File: config.mk
export PLATFORM = sky130hd
export DESIGN_NAME = bram_arbiter
export DESIGN_NICKNAME = d
export VERILOG_FILES = /design/src/rtl/bram_pkg.sv /design/src/rtl/bram_arbiter_tag_fifo.sv /design/src/rtl/bram_arbiter.sv
export SDC_FILE = /design/constraint.sdc
export NUM_CORES = 1
export LEC_CHECK = 0
export ABC_AREA = 0
export CAP_MARGIN = 20
export CORE_ASPECT_RATIO = 1.4
export CORE_MARGIN = 5
export CORE_UTILIZATION = 33
export DETAILED_ROUTE_END_ITERATION = 12
export SYNTH_ARGS = -nofsm -noshare
export SYNTH_HDL_FRONTEND = slang
export SYNTH_SLANG_ARGS = --single-unit
File: constraint.sdc
create_clock -name clk -period 6.9 [get_ports clk]
set_clock_uncertainty 0.2 [all_clocks]
set_input_delay 1.38 -clock clk [delete_from_list [all_inputs] [get_ports clk]]
set_output_delay 1.38 -clock clk [all_outputs]
set_load 0.02 [all_outputs]
File: src/rtl/bram_pkg.sv
// Shared constants and encodings for the BRAM arbiter slice.
// Sized for the CPU-cache / DMA front end of the BRAM controller.
package bram_pkg;

    localparam int ADDR_W          = 13;
    localparam int DATA_W          = 32;
    localparam int MAX_OUTSTANDING = 10;
    localparam int CTRL_LATENCY    = 10;
    localparam int TAG_DEPTH       = 16;

    typedef enum logic {
        SEL_DMA = 1'b0,
        SEL_CPU = 1'b1
    } sel_e;

endpackage

File: src/rtl/bram_arbiter_tag_fifo.sv
// In-order owner tag FIFO for reads in flight to the controller.
// DEPTH must be a power of two; push and pop may coincide when full.
module tag_fifo #(
    parameter int DEPTH = 16
) (
    input  logic clk,
    input  logic rst,
    input  logic push_i,
    input  logic din_i,
    input  logic pop_i,
    output logic dout_o,
    output logic empty_o,
    output logic full_o
);

    localparam int PW = $clog2(DEPTH);
    localparam int CW = $clog2(DEPTH + 1);

    logic [DEPTH-1:0] mem_q;
    logic [PW-1:0]    wptr_q, wptr_d;
    logic [PW-1:0]    rptr_q, rptr_d;
    logic [CW-1:0]    cnt_q, cnt_d;
    logic             do_push, do_pop;

    assign empty_o = (cnt_q == '0);
    assign full_o  = (cnt_q == CW'(DEPTH));
    assign dout_o  = mem_q[rptr_q];
    assign do_pop  = pop_i && !empty_o;
    assign do_push = push_i && (!full_o || do_pop);

    // Next pointers and occupancy.
    always_comb begin
        wptr_d = wptr_q + PW'(do_push);
        rptr_d = rptr_q + PW'(do_pop);
        cnt_d  = cnt_q + CW'(do_push) - CW'(do_pop);
    end

    // Pointer and occupancy registers.
    always_ff @(posedge clk) begin
        if (rst) begin
            wptr_q <= '0;
            rptr_q <= '0;
            cnt_q  <= '0;
        end else begin
            wptr_q <= wptr_d;
            rptr_q <= rptr_d;
            cnt_q  <= cnt_d;
        end
    end

    // Tag storage; contents are meaningless while empty, so no reset.
    always_ff @(posedge clk) begin
        if (do_push) begin
            mem_q[wptr_q] <= din_i;
        end
    end

endmodule

File: src/rtl/bram_arbiter.sv
// Round-robin, credit-gated arbiter between CPU cache and DMA in
// front of a fixed-latency BRAM controller, with in-order read return.
module bram_arbiter #(
    parameter int ADDR_W          = bram_pkg::ADDR_W,
    parameter int DATA_W          = bram_pkg::DATA_W,
    parameter int MAX_OUTSTANDING = bram_pkg::MAX_OUTSTANDING
) (
    input  logic              clk,
    input  logic              rst,
    input  logic              cache_req,
    input  logic              cache_wr,
    input  logic [ADDR_W-1:0] cache_addr,
    input  logic [DATA_W-1:0] cache_wdata,
    output logic              cache_gnt,
    input  logic              dma_req,
    input  logic              dma_wr,
    input  logic [ADDR_W-1:0] dma_addr,
    input  logic [DATA_W-1:0] dma_wdata,
    output logic              dma_gnt,
    output logic              WR,
    output logic              In_valid,
    output logic [ADDR_W-1:0] Addr,
    output logic [DATA_W-1:0] Di,
    output logic              reader_sel,
    input  logic [DATA_W-1:0] bram_Do,
    input  logic              bram_Out_valid,
    input  logic              bram_dma_ack,
    output logic [DATA_W-1:0] cache_rdata,
    output logic              cache_rvalid,
    output logic [DATA_W-1:0] dma_rdata,
    output logic              dma_rvalid,
    output logic              resp_err
);

    import bram_pkg::*;

    localparam int OW = $clog2(MAX_OUTSTANDING + 1);

    logic              pri_cpu_q, pri_cpu_d;
    logic [OW-1:0]     out_q, out_d;
    logic              in_valid_q, wr_q, sel_q;
    logic [ADDR_W-1:0] addr_q;
    logic [DATA_W-1:0] di_q;
    logic              crv_q, drv_q, err_q;
    logic [DATA_W-1:0] crd_q, drd_q;

    logic strobe, pop, rd_ok;
    logic fifo_empty, fifo_full, head;
    logic c_ok, d_ok, c_gnt, d_gnt, g_any, g_wr, push;
    logic [ADDR_W-1:0] g_addr;
    logic [DATA_W-1:0] g_wdata;

    assign strobe = bram_Out_valid | bram_dma_ack;
    assign pop    = strobe && !fifo_empty;

    // A strobe in this cycle frees a credit and a FIFO slot immediately.
    assign rd_ok = ((out_q < OW'(MAX_OUTSTANDING)) || pop)
                && (!fifo_full || pop);
    assign c_ok  = cache_req && (cache_wr || rd_ok);
    assign d_ok  = dma_req && (dma_wr || rd_ok);

    // Round-robin pick; a blocked winner yields to the other side.
    always_comb begin
        c_gnt = 1'b0;
        d_gnt = 1'b0;
        if (!rst) begin
            if (c_ok && d_ok) begin
                c_gnt = pri_cpu_q;
                d_gnt = !pri_cpu_q;
            end else begin
                c_gnt = c_ok;
                d_gnt = d_ok;
            end
        end
    end

    assign g_any   = c_gnt | d_gnt;
    assign g_wr    = c_gnt ? cache_wr    : dma_wr;
    assign g_addr  = c_gnt ? cache_addr  : dma_addr;
    assign g_wdata = c_gnt ? cache_wdata : dma_wdata;
    assign push    = g_any && !g_wr;

    // Priority pointer and credit count next state.
    always_comb begin
        pri_cpu_d = pri_cpu_q;
        if (c_gnt) begin
            pri_cpu_d = 1'b0;
        end else if (d_gnt) begin
            pri_cpu_d = 1'b1;
        end
        out_d = out_q + OW'(push) - OW'(pop);
    end

    tag_fifo #(
        .DEPTH(TAG_DEPTH)
    ) u_tags (
        .clk    (clk),
        .rst    (rst),
        .push_i (push),
        .din_i  (c_gnt),
        .pop_i  (pop),
        .dout_o (head),
        .empty_o(fifo_empty),
        .full_o (fifo_full)
    );

    // Arbiter state, registered controller request and read return.
    always_ff @(posedge clk) begin
        if (rst) begin
            pri_cpu_q  <= 1'b1;
            out_q      <= '0;
            in_valid_q <= 1'b0;
            wr_q       <= 1'b0;
            addr_q     <= '0;
            di_q       <= '0;
            sel_q      <= 1'b0;
            crv_q      <= 1'b0;
            drv_q      <= 1'b0;
            crd_q      <= '0;
            drd_q      <= '0;
            err_q      <= 1'b0;
        end else begin
            pri_cpu_q  <= pri_cpu_d;
            out_q      <= out_d;
            in_valid_q <= g_any;
            if (g_any) begin
                wr_q   <= g_wr;
                addr_q <= g_addr;
                di_q   <= g_wdata;
                sel_q  <= c_gnt ? SEL_CPU : SEL_DMA;
            end
            crv_q <= pop && (head == SEL_CPU);
            drv_q <= pop && (head == SEL_DMA);
            if (pop && (head == SEL_CPU)) begin
                crd_q <= bram_Do;
            end
            if (pop && (head == SEL_DMA)) begin
                drd_q <= bram_Do;
            end
            err_q <= err_q | (strobe && fifo_empty);
        end
    end

    assign cache_gnt    = c_gnt;
    assign dma_gnt      = d_gnt;
    assign In_valid     = in_valid_q;
    assign WR           = wr_q;
    assign Addr         = addr_q;
    assign Di           = di_q;
    assign reader_sel   = sel_q;
    assign cache_rvalid = crv_q;
    assign cache_rdata  = crd_q;
    assign dma_rvalid   = drv_q;
    assign dma_rdata    = drd_q;
    assign resp_err     = err_q;

endmodule
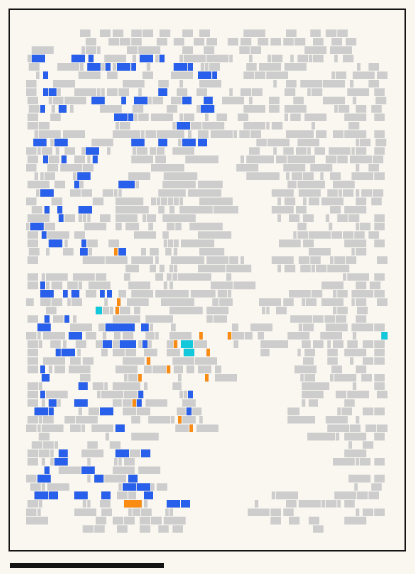
Figure 1: run 1, gate-type map.
Bar = 50 µm.
[blue] aoi and oai cells | cells: 101 | most used: a211oi_2
[cyan] and/or cells | cells: 4
[orange] inv cells | cells: 15 | most used: inv_1

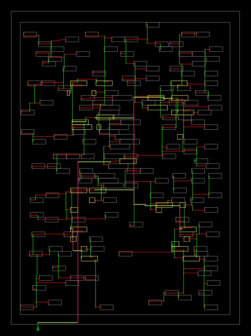
Figure 2: run 1, clock wiring as the flow saved it.
TritonCTS Buffers: 17
Seq cells: 149
total clock sinks: 149

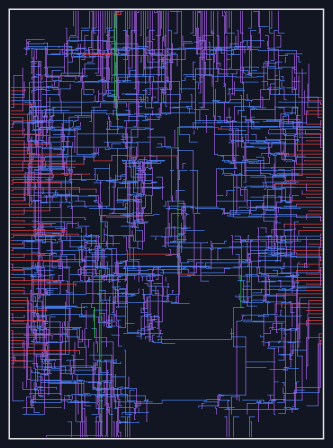
Figure 3: run 1, routed metal, one colour a layer.
[green] M4 | wire length: 254 µm
[purple] M2 | wire length: 8,190 µm
[red] M3 | wire length: 1,660 µm
[blue] M1 | wire length: 7,170 µm

[run 1: flip-flops by register name, summed over array words and instances, names as in the netlist]
register,count
In_valid,1
u_tags.mem_q,16
out_q,4
cache_rvalid,1
pri_cpu_q,1
Di,32
dma_rdata,32
dma_rvalid,1
WR,1
Addr,13
cache_rdata,32
reader_sel,1
u_tags.wptr_q,4
resp_err,1
u_tags.cnt_q,5
u_tags.rptr_q,4
[run 1: worst max path at each step]
stage                 to  depth (start not counted)
3_5_place_dp   cache_gnt                          6
2_1_floorplan  cache_gnt                          6
4_1_cts        cache_gnt                          6
5_1_grt        cache_gnt                          6
6_report       cache_gnt                          6
3_3_place_gp   cache_gnt                          6
==> results_slide.txt, run 1 <==
Synthesis and Place & Route Summary

Final layout
  – Comb gates: 427
  – Clock buffers: 18
  – Share of layout cells above drive strength 1: 12.1%
  – Gate Area: 2970 µm²
  – # nets final: 1,010
  – Layout Utilization: 50.2%
  – Non-clock buffers, area share: 26.2%
  – Top cells excl fill/tap: 245 x clkdlybuf4s50_1, 133 x dfxtp_1, 130 x nor2_1
  – Top cell excl fill/tap: clkdlybuf4s50_1
  – Largest class: registers
  – Fillers: 1,793
  – Post-route design area: 9610 µm²
  – Clock buf/inv share: 6.18%
  – Seq/total area: 32.7%
  – Logic share of the area: 30.9%
  – Buffers, non-clock: 253
  – Layout area overhead: 50.1%
  – Storage element area: 3140 µm²
  – Number of non-clock inverters: 15
  – Antenna cells: 0
  – Non-filler cells, final: 1,124

Route
  – DRC: 0
  – Max Used Layer: met4
  – Antenna viol nets, final: 0
  – Initial detailed-routing violation count: 266
  – Mean number of vias per cell: 4.62
  – Vias: 5,198
  – Met2 routed WL: 8.19 mm
  – Final wirelength: 17.3 mm
  – Pre-Repair DR Iteration Count: 4
  – Met3 wire length: 1.66 mm
  – Met1 WL: 7.17 mm

Power and ir drop
  – Leak pwr: 3.82 nW
  – Switching share of power: 34.4%
  – Power Density: 357 nW/µm²
  – Cell-internal power: 2.25 mW
  – Clk pwr share: 27.4%
  – Seq. pwr: 1.15 mW
  – Max rail drop VDD: 0.162 mV
  – Final Total Pwr: 3.43 mW
  – Top Consumer: combinational cells
  – Power share of the combinational group: 39.1%
  – Reg power frac: 33.5%
  – Net switching power: 1.18 mW
  – Comb group: 1.34 mW

Place
  – I/O Buffers: 246
  – DP Area: 8990 µm²
  – HPWL after DPL: 12.1 mm
  – Routability cong.: 0.739
  – Placed Cells: 1,090
  – Placement Setup Slack: 1.59 ns

Die
  – Core ar.: 19,100 µm²
  – Well-Tap Cells: 248
  – Core Util at FP: 33.5%
  – Num rows: 60
  – DIE AREA: 22,300 µm²
  – Die H: 175 µm
  – Die W: 128 µm
  – IO Pins: 247

Logic synthesis
  – Yosys reg bits: 149
  – Async S/R FF share, synth: 0%
  – Top cells by count: 133 x dfxtp_1, 130 x nor2_1, 64 x mux2i_1, 56 x nand2_1, 38 x a211oi_2
  – Ys flop type: dfxtp_1
  – Syn_area_per_cell: 10.1 µm²
  – Synth logic family: AND-OR/OR-AND gates
  – Multiplexer share: 11.8%
  – Synth Area in Compound Gates: 14.8%
  – Synth top area cells: dfxtp_1 42%, mux2i_1 10%, nor2_1 7.6%, edfxtp_1 7.5%, a211oi_2 7.4%
  – Simple share: 14.6%
  – Post-synth EDFFs: 16
  – Post-Syn Instances: 633
  – Yosys chip area: 6400 µm²
  – Top-area cell share: 41.6%
  – Floorplan Nets: 780
  – Cell area after synthesis: 6400 µm²
  – Yosys cell types: 42
  – Post-synthesis sequential area ratio: 49.1%
  – Yosys xor share: 1.37%
  – # Cells Yosys: 633
  – Fa+ha+maj area frac: 3.56%
  – Yosys warns: 0

STA
  – RSZ-0062 raised after global routing: false
  – Slew @ Worst Pin: 0.966 ns
  – Fin crit period: 5.30 ns
  – Hold slack final: 0.263 ns
  – Period utilization: 76.8%
  – Setup_tns: 0 ns
  – Endpoints failing setup: 0
  – Final hold viol count: 0
  – Max Slew Vio Count: 0
  – Final WS setup: 1.60 ns
  – Fmax: 189 MHz

Worst setup path
  – R2R Setup Slk: 3.48 ns
  – Crit-path cells: clkdlybuf4s50_1, or2_2, a221o_1, a211o_2, inv_12, clkdlybuf4s50_1
  – Most frequent CP cell: clkdlybuf4s50_1
  – Worst path arrival time: 3.72 ns
  – Reg2reg end: Di[23]$_SDFFE_PP0P_
  – Worst Setup Start Kind: input port
  – Cell family with most CP delay: buffers and inverters
  – Reg-to-Reg Start: u_tags.cnt_q[2]$_SDFF_PP0_
  – Worst Path Max Fanout: 5
  – R2r worst-path depth: 9
  – Slowest-stage cell, CP: clkdlybuf4s50_1
  – CP peak stage delay: 0.59 ns
  – Worst setup EP type: primary output
  – CP Class: in2out
  – Worst Path Required: 5.32 ns

Clock network
  – Post-CTS setup buffers: 0
  – Root Buffer: clkbuf_16
  – CTS tree: done
  – CTS clk-pin slew, worst paths: 0.06 ns
  – H-tree levels: 4
  – Insertion Delay late pin: 0.41 ns
  – Post-cts resize count: 0
  – Hold Buf Count CTS: 0
  – Max Root-Sink Buffers: 2

Flow run
  – Max-cap viol count: 0
  – Tool warnings: 28

Hold path
  – Hold Path Origin: WR$_SDFFE_PP0P_
  – Worst Hold Endpoint: WR$_SDFFE_PP0P_
  – Hold Crit Class: reg2reg
  – Hold path depth: 2

GRT
  – Initial antenna violation count: 0
  – Grt met1 use: 17.8%
  – Most used routing layer: met2
  – Met2 usage: 25.1%
  – Met3 GRT Util: 6.36%
  – Pin count of the biggest net entering global routing: 72
  – Vias in the first global route: 5,270
  – First-pass GRT wire length: 27.4 mm
  – Gr usage total: 15.3%
  – Total gr overflow: 0

Outcome
  – Status: finished clean
Figure 4. Pin placement (run 1).
Pins as bars across the die edge, other pins in grey.
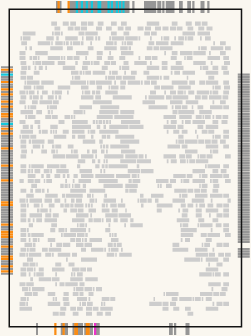

==> run 2, diff against run 1 <==
--- a/config.mk
+++ b/config.mk
@@ -11,6 +11,7 @@
 export CORE_MARGIN = 5
 export CORE_UTILIZATION = 33
 export DETAILED_ROUTE_END_ITERATION = 12
+export PLACE_DENSITY = 0.66
 export SYNTH_ARGS = -nofsm -noshare
 export SYNTH_HDL_FRONTEND = slang
 export SYNTH_SLANG_ARGS = --single-unit
==> constraint.sdc (replaced) <==
create_clock -name clk -period 4.3 [get_ports clk]
set_clock_uncertainty 0.2 [all_clocks]
set_input_delay 0.86 -clock clk [delete_from_list [all_inputs] [get_ports clk]]
set_output_delay 0.86 -clock clk [all_outputs]
set_load 0.02 [all_outputs]
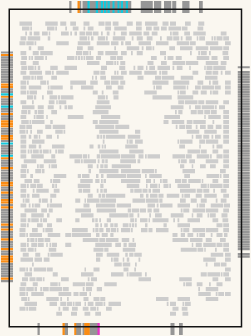
Figure 5: run 2, pin placement.
Pins as bars across the die edge, other pins in grey.
[orange] `dma_wdata` | pins: 32 | direction: input | edge: 26 left, 5 bottom, 1 top
[cyan] `cache_addr` | pins: 13 | direction: input | edge: 9 top, 4 left
[magenta] `cache_gnt` | pins: 1 | direction: output | edge: bottom
I/O Buffers: 246
Die W: 128 µm

==> run 2 against run 1 <==
  * Total power grew 61%
  * Final cell count grew 0.36%
  * Synthesized cell count is the same
  * Die size is the same
  * Final area grew 0.46%
  * Sequential share of layout area shrank 0.15 points
  * Count of clock-buffer cells in the layout shrank 1
  * Highest routed layer unchanged
  * Non-clock buffer count grew 4
  * Clock power grew about 60%
==> results_slide.txt, run 2 <==
Synthesis and Place & Route Summary

Final layout
  – Gate Area: 2970 µm² (unchanged)
  – Layout Utilization: 50.4% (+0.23 points)
  – Post-route design area: 9650 µm² (+0.46%)
  – Storage element area: 3140 µm² (unchanged)
  – Layout area overhead: 50.7%
  – Top cell excl fill/tap: clkdlybuf4s50_1
  – Non-filler cells, final: 1,128 (+0.36%)
  – Antenna cells: 0 (unchanged)

Logic synthesis
  – Fa+ha+maj area frac: 3.56% (unchanged)
  – # Cells Yosys: 633 (unchanged)
  – Top-area cell share: 41.6% (unchanged)
  – Yosys reg bits: 149 (unchanged)
  – Post-synthesis sequential area ratio: 49.1% (unchanged)
  – Ys flop type: dfxtp_1
  – Simple share: 14.6% (unchanged)
  – Yosys xor share: 1.37% (unchanged)
  – Top cells by count: 133 x dfxtp_1, 130 x nor2_1, 64 x mux2i_1, 56 x nand2_1, 38 x a211oi_2
  – Multiplexer share: 11.8% (unchanged)
  – Synth logic family: AND-OR/OR-AND gates
  – Floorplan Nets: 780 (unchanged)
  – Yosys chip area: 6400 µm² (unchanged)
  – Post-synth EDFFs: 16 (unchanged)
  – Synth Area in Compound Gates: 14.8% (unchanged)

Hold path
  – Hold Path Origin: WR$_SDFFE_PP0P_
  – Worst Hold Endpoint: WR$_SDFFE_PP0P_

Place
  – Placement Setup Slack: 0.162 ns (-1.43 ns)
  – DP Area: 9060 µm² (+0.78%)
  – HPWL after DPL: 12.3 mm (+1.8%)
  – Routability cong.: 0.742 (+0.45%)

Clock network
  – CTS tree: done
  – Post-cts resize count: 0 (unchanged)
  – TritonCTS Buffers: 17 (unchanged)
  – Insertion Delay late pin: 0.41 ns (about the same)
  – Post-CTS setup buffers: 0 (unchanged)

Power and ir drop
  – Seq. pwr: 1.85 mW (+61%)
  – Power Density: 570 nW/µm² (+60%)
  – Reg power frac: 33.5% (about the same)
  – Top Consumer: combinational cells
  – Final Total Pwr: 5.51 mW (+61%)
  – Max rail drop VDD: 0.250 mV (+54%)
  – Power share of the combinational group: 39.3% (+0.2 points)

Worst setup path
  – R2R Setup Slk: 1.06 ns (-2.42 ns)
  – Most frequent CP cell: clkdlybuf4s50_1
  – Worst Path Max Fanout: 4 (-1)
  – Crit-path cells: clkdlybuf4s50_1, or2_2, a221o_1, a211o_2, inv_12, clkdlybuf4s50_1
  – Cell family with most CP delay: buffers and inverters
  – Worst path arrival time: 3.07 ns (-0.65 ns)
  – R2r worst-path depth: 9 (unchanged)
  – CP peak stage delay: 0.61 ns (+0.02 ns)
  – Worst setup EP type: primary output

Route
  – Met3 wire length: 1.67 mm (about the same)
  – Mean number of vias per cell: 4.68 (+1.1%)
  – Met1 WL: 6.87 mm (-4.2%)
  – Initial detailed-routing violation count: 195 (-27%)
  – DRC: 0 (unchanged)
  – Final wirelength: 17.3 mm (about the same)
  – Pre-Repair DR Iteration Count: 4 (unchanged)

STA
  – Endpoints failing setup: 0 (unchanged)
  – Fin crit period: 4.13 ns
  – RSZ-0062 raised after global routing: false
  – Slew @ Worst Pin: 0.912 ns (-0.0542 ns)
  – Fmax: 242 MHz
  – Final hold viol count: 0 (unchanged)

GRT
  – Gr usage total: 15.5% (+0.29 points)
  – Pin count of the biggest net entering global routing: 82 (+14%)
  – Met2 usage: 26.4% (+1.3 points)
  – Grt met1 use: 17.5% (-0.26 points)
  – Most used routing layer: met2
  – Met3 GRT Util: 5.93% (-0.43 points)
  – Total gr overflow: 0 (unchanged)

Die
  – Core ar.: 19,100 µm² (unchanged)
  – DIE AREA: 22,300 µm² (unchanged)

Flow run
  – Tool warnings: 28 (unchanged)
  – Max-cap viol count: 0 (unchanged)

Outcome
  – Status: finished clean
-- run 2: cell counts after synthesis --
Identical to the previous run, type by type.
-- run 2: worst max-delay path by stage --
stage,end,startpoint,slack [ns],cells after the start
after floorplan,cache_gnt,bram_dma_ack,1.0,6
after global placement,cache_gnt,bram_dma_ack,0.16,6
after detailed placement,cache_gnt,bram_dma_ack,0.16,6
after CTS,cache_gnt,bram_dma_ack,0.15,6
after global routing,cache_gnt,bram_dma_ack,0.13,6
final,cache_gnt,bram_dma_ack,0.17,6
-- run 2: area by class of cell --
class                      instances  area share, %
clock buffer                      17           4.41
clock inverter                    15           1.74
inverter                          15          0.713
multi-input combinational        427           30.8
sequential                       149           32.6
tap                              248           3.21
timing repair buffer             257           26.6
Figure 6. Routed metal, one colour a layer (run 2).
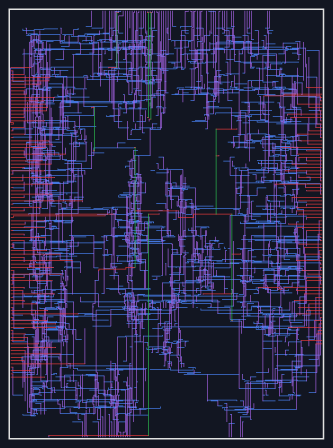

==> run 3, diff against run 2 <==
--- a/config.mk
+++ b/config.mk
@@ -8,10 +8,9 @@
 export ABC_AREA = 0
 export CAP_MARGIN = 20
 export CORE_ASPECT_RATIO = 1.4
-export CORE_MARGIN = 5
 export CORE_UTILIZATION = 33
 export DETAILED_ROUTE_END_ITERATION = 12
-export PLACE_DENSITY = 0.66
+export PLACE_DENSITY = 0.69
 export SYNTH_ARGS = -nofsm -noshare
 export SYNTH_HDL_FRONTEND = slang
 export SYNTH_SLANG_ARGS = --single-unit
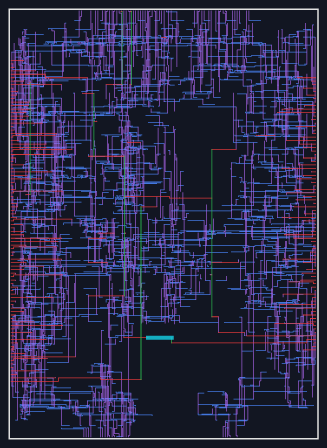
Figure 7: run 3, routed metal, one colour a layer.
[green] M4 | wire length: 314 µm
[blue] M1 | wire length: 6,700 µm
[red] M3 | wire length: 1,310 µm
[cyan] M5 | wire length: 9.20 µm
[purple] M2 | wire length: 8,270 µm

==> run 3 against run 2 <==
  * Hold slack better by 0.013 ns
  * Wire length is 3.9% lower
  * Sequential power hardly changed
  * Via count is 1.3% higher
  * Global-route usage is 1.8 points higher
  * Count of clock-buffer cells in the layout is 2 higher
  * Synthesized area stayed put
  * Critical path depth stayed put
==> results_slide.txt, run 3 <==
Synthesis and Place & Route Summary

Final layout
  – Post-route design area: 9730 µm² (+0.76%)
  – # nets final: 1,014
  – Top cell excl fill/tap: clkdlybuf4s50_1
  – Layout area overhead: 51.9%
  – Non-filler cells, final: 1,125 (-0.27%)
  – Layout Utilization: 51.7% (+1.2 points)
  – Fillers: 1,729

Logic synthesis
  – Yosys cell types: 42
  – Top-area cell share: 41.6% (unchanged)
  – Yosys chip area: 6400 µm² (unchanged)
  – Synth Area in Compound Gates: 14.8% (unchanged)
  – Floorplan Nets: 780 (unchanged)
  – Ys flop type: dfxtp_1
  – Cell area after synthesis: 6400 µm²
  – Multiplexer share: 11.8% (unchanged)
  – Post-synth EDFFs: 16 (unchanged)
  – Fa+ha+maj area frac: 3.56% (unchanged)
  – Yosys reg bits: 149 (unchanged)
  – # Cells Yosys: 633 (unchanged)
  – Simple share: 14.6% (unchanged)
  – Synth logic family: AND-OR/OR-AND gates
  – Post-synthesis sequential area ratio: 49.1% (unchanged)
  – Top cells by count: 133 x dfxtp_1, 130 x nor2_1, 64 x mux2i_1, 56 x nand2_1, 38 x a211oi_2
  – Yosys xor share: 1.37% (unchanged)

GRT
  – Grt met1 use: 18.7% (+1.2 points)
  – Gr usage total: 17.3% (+1.8 points)
  – Met2 usage: 30.9% (+4.5 points)
  – Most used routing layer: met2
  – Met3 GRT Util: 5.58% (-0.35 points)
  – Total gr overflow: 0 (unchanged)
  – Initial antenna violation count: 1
  – Pin count of the biggest net entering global routing: 80 (-2.4%)

Place
  – Placed Cells: 1,092
  – I/O Buffers: 246 (unchanged)
  – Placement Setup Slack: 0.116 ns (-0.0463 ns)
  – Routability cong.: 0.733 (-1.2%)
  – DP Area: 9050 µm² (about the same)
  – HPWL after DPL: 11.6 mm (-5.9%)

Flow run
  – Max-cap viol count: 0 (unchanged)
  – Tool warnings: 28 (unchanged)

Power and ir drop
  – Final Total Pwr: 5.70 mW (+3.5%)
  – Reg power frac: 32.4% (-1.1 points)
  – Max rail drop VDD: 0.270 mV (+8.0%)
  – Power Density: 586 nW/µm² (+2.7%)
  – P_clk: 1.68 mW
  – Top Consumer: combinational cells
  – Comb group: 2.17 mW
  – Seq. pwr: 1.85 mW (about the same)
  – Power share of the combinational group: 38.1% (-1.2 points)

STA
  – Fin crit period: 4.16 ns (+0.0279 ns)
  – RSZ-0062 raised after global routing: false
  – Endpoints failing setup: 0 (unchanged)
  – Final hold viol count: 0 (unchanged)
  – Slew @ Worst Pin: 0.913 ns (+0.000658 ns)
  – Setup_tns: 0 ns
  – Max Slew Vio Count: 0
  – Fmax: 240 MHz (-0.67%)

Worst setup path
  – R2r worst-path depth: 14 (+5)
  – Reg-to-Reg Start: u_tags.cnt_q[3]$_SDFF_PP0_
  – Setup crit end: cache_gnt
  – Most frequent CP cell: clkdlybuf4s50_1
  – Reg2reg end: u_tags.cnt_q[4]$_SDFF_PP0_
  – Worst setup EP type: primary output
  – Worst Path Max Fanout: 5 (+1)
  – R2R Setup Slk: 0.98 ns (-0.08 ns)
  – Crit-path cells: clkdlybuf4s50_1, or2_2, a221o_1, a211o_2, inv_12, clkdlybuf4s50_1
  – Launch point of the worst path: bram_dma_ack
  – Worst Setup Start Kind: input port
  – CP peak stage delay: 0.63 ns (+0.02 ns)
  – Worst path arrival time: 3.10 ns (+0.03 ns)

Route
  – Pre-Repair DR Iteration Count: 4 (unchanged)
  – DRC: 0 (unchanged)
  – Initial detailed-routing violation count: 339 (+74%)
  – Final wirelength: 16.6 mm (-3.9%)
  – Mean number of vias per cell: 4.75 (+1.6%)

Clock network
  – Post-CTS setup buffers: 0 (unchanged)
  – Insertion Delay late pin: 0.42 ns (about the same)
  – Post-cts resize count: 0 (unchanged)
  – TritonCTS Buffers: 17 (unchanged)
  – CTS clk-pin slew, worst paths: 0.06 ns
  – CTS tree: done
  – Total clock sinks: 149

Die
  – Core Util at FP: 34.0%
  – Num rows: 59
  – Die W: 120 µm (-6.3%)
  – IO Pins: 247
  – Die H: 167 µm
  – DIE AREA: 20,000 µm² (-11%)
  – Core ar.: 18,800 µm² (-1.7%)

Outcome
  – Status: finished clean

Hold path
  – Hold Path Origin: WR$_SDFFE_PP0P_
  – Hold Crit Class: reg2reg
  – Worst Hold Endpoint: WR$_SDFFE_PP0P_
  – Hold path depth: 2
## run 3: cell counts after synthesis
Identical to the previous run, type by type.
## run 3: area by class of cell
cell class	count	area (µm²)	area share (%)
Antenna cell	1	2.50	0.0257
Clock buffer	19	454	4.67
Inverter	15	68.8	0.707
Tap cell	244	305	3.14
Sequential cell	149	3140	32.3
Timing Repair Buffer	257	2570	26.4
Multi-Input combinational cell	427	2970	30.5
Clock inverter	13	215	2.21
## run 3: worst max-delay path, delay by kind of cell
family	cells	cell delay, ns
AND-OR/OR-AND	2	0.78
AND/OR/NAND/NOR	1	0.37
buffers and inverters	3	1.09
## run 3: layer usage
metal,vias to the layer above,wire (µm)
met4,2,314
li1,2640,-
met5,-,9
met3,22,1310
met2,203,8270
met1,2476,6700
Power figures rest on the tool's default switching activity, not on a simulated workload.
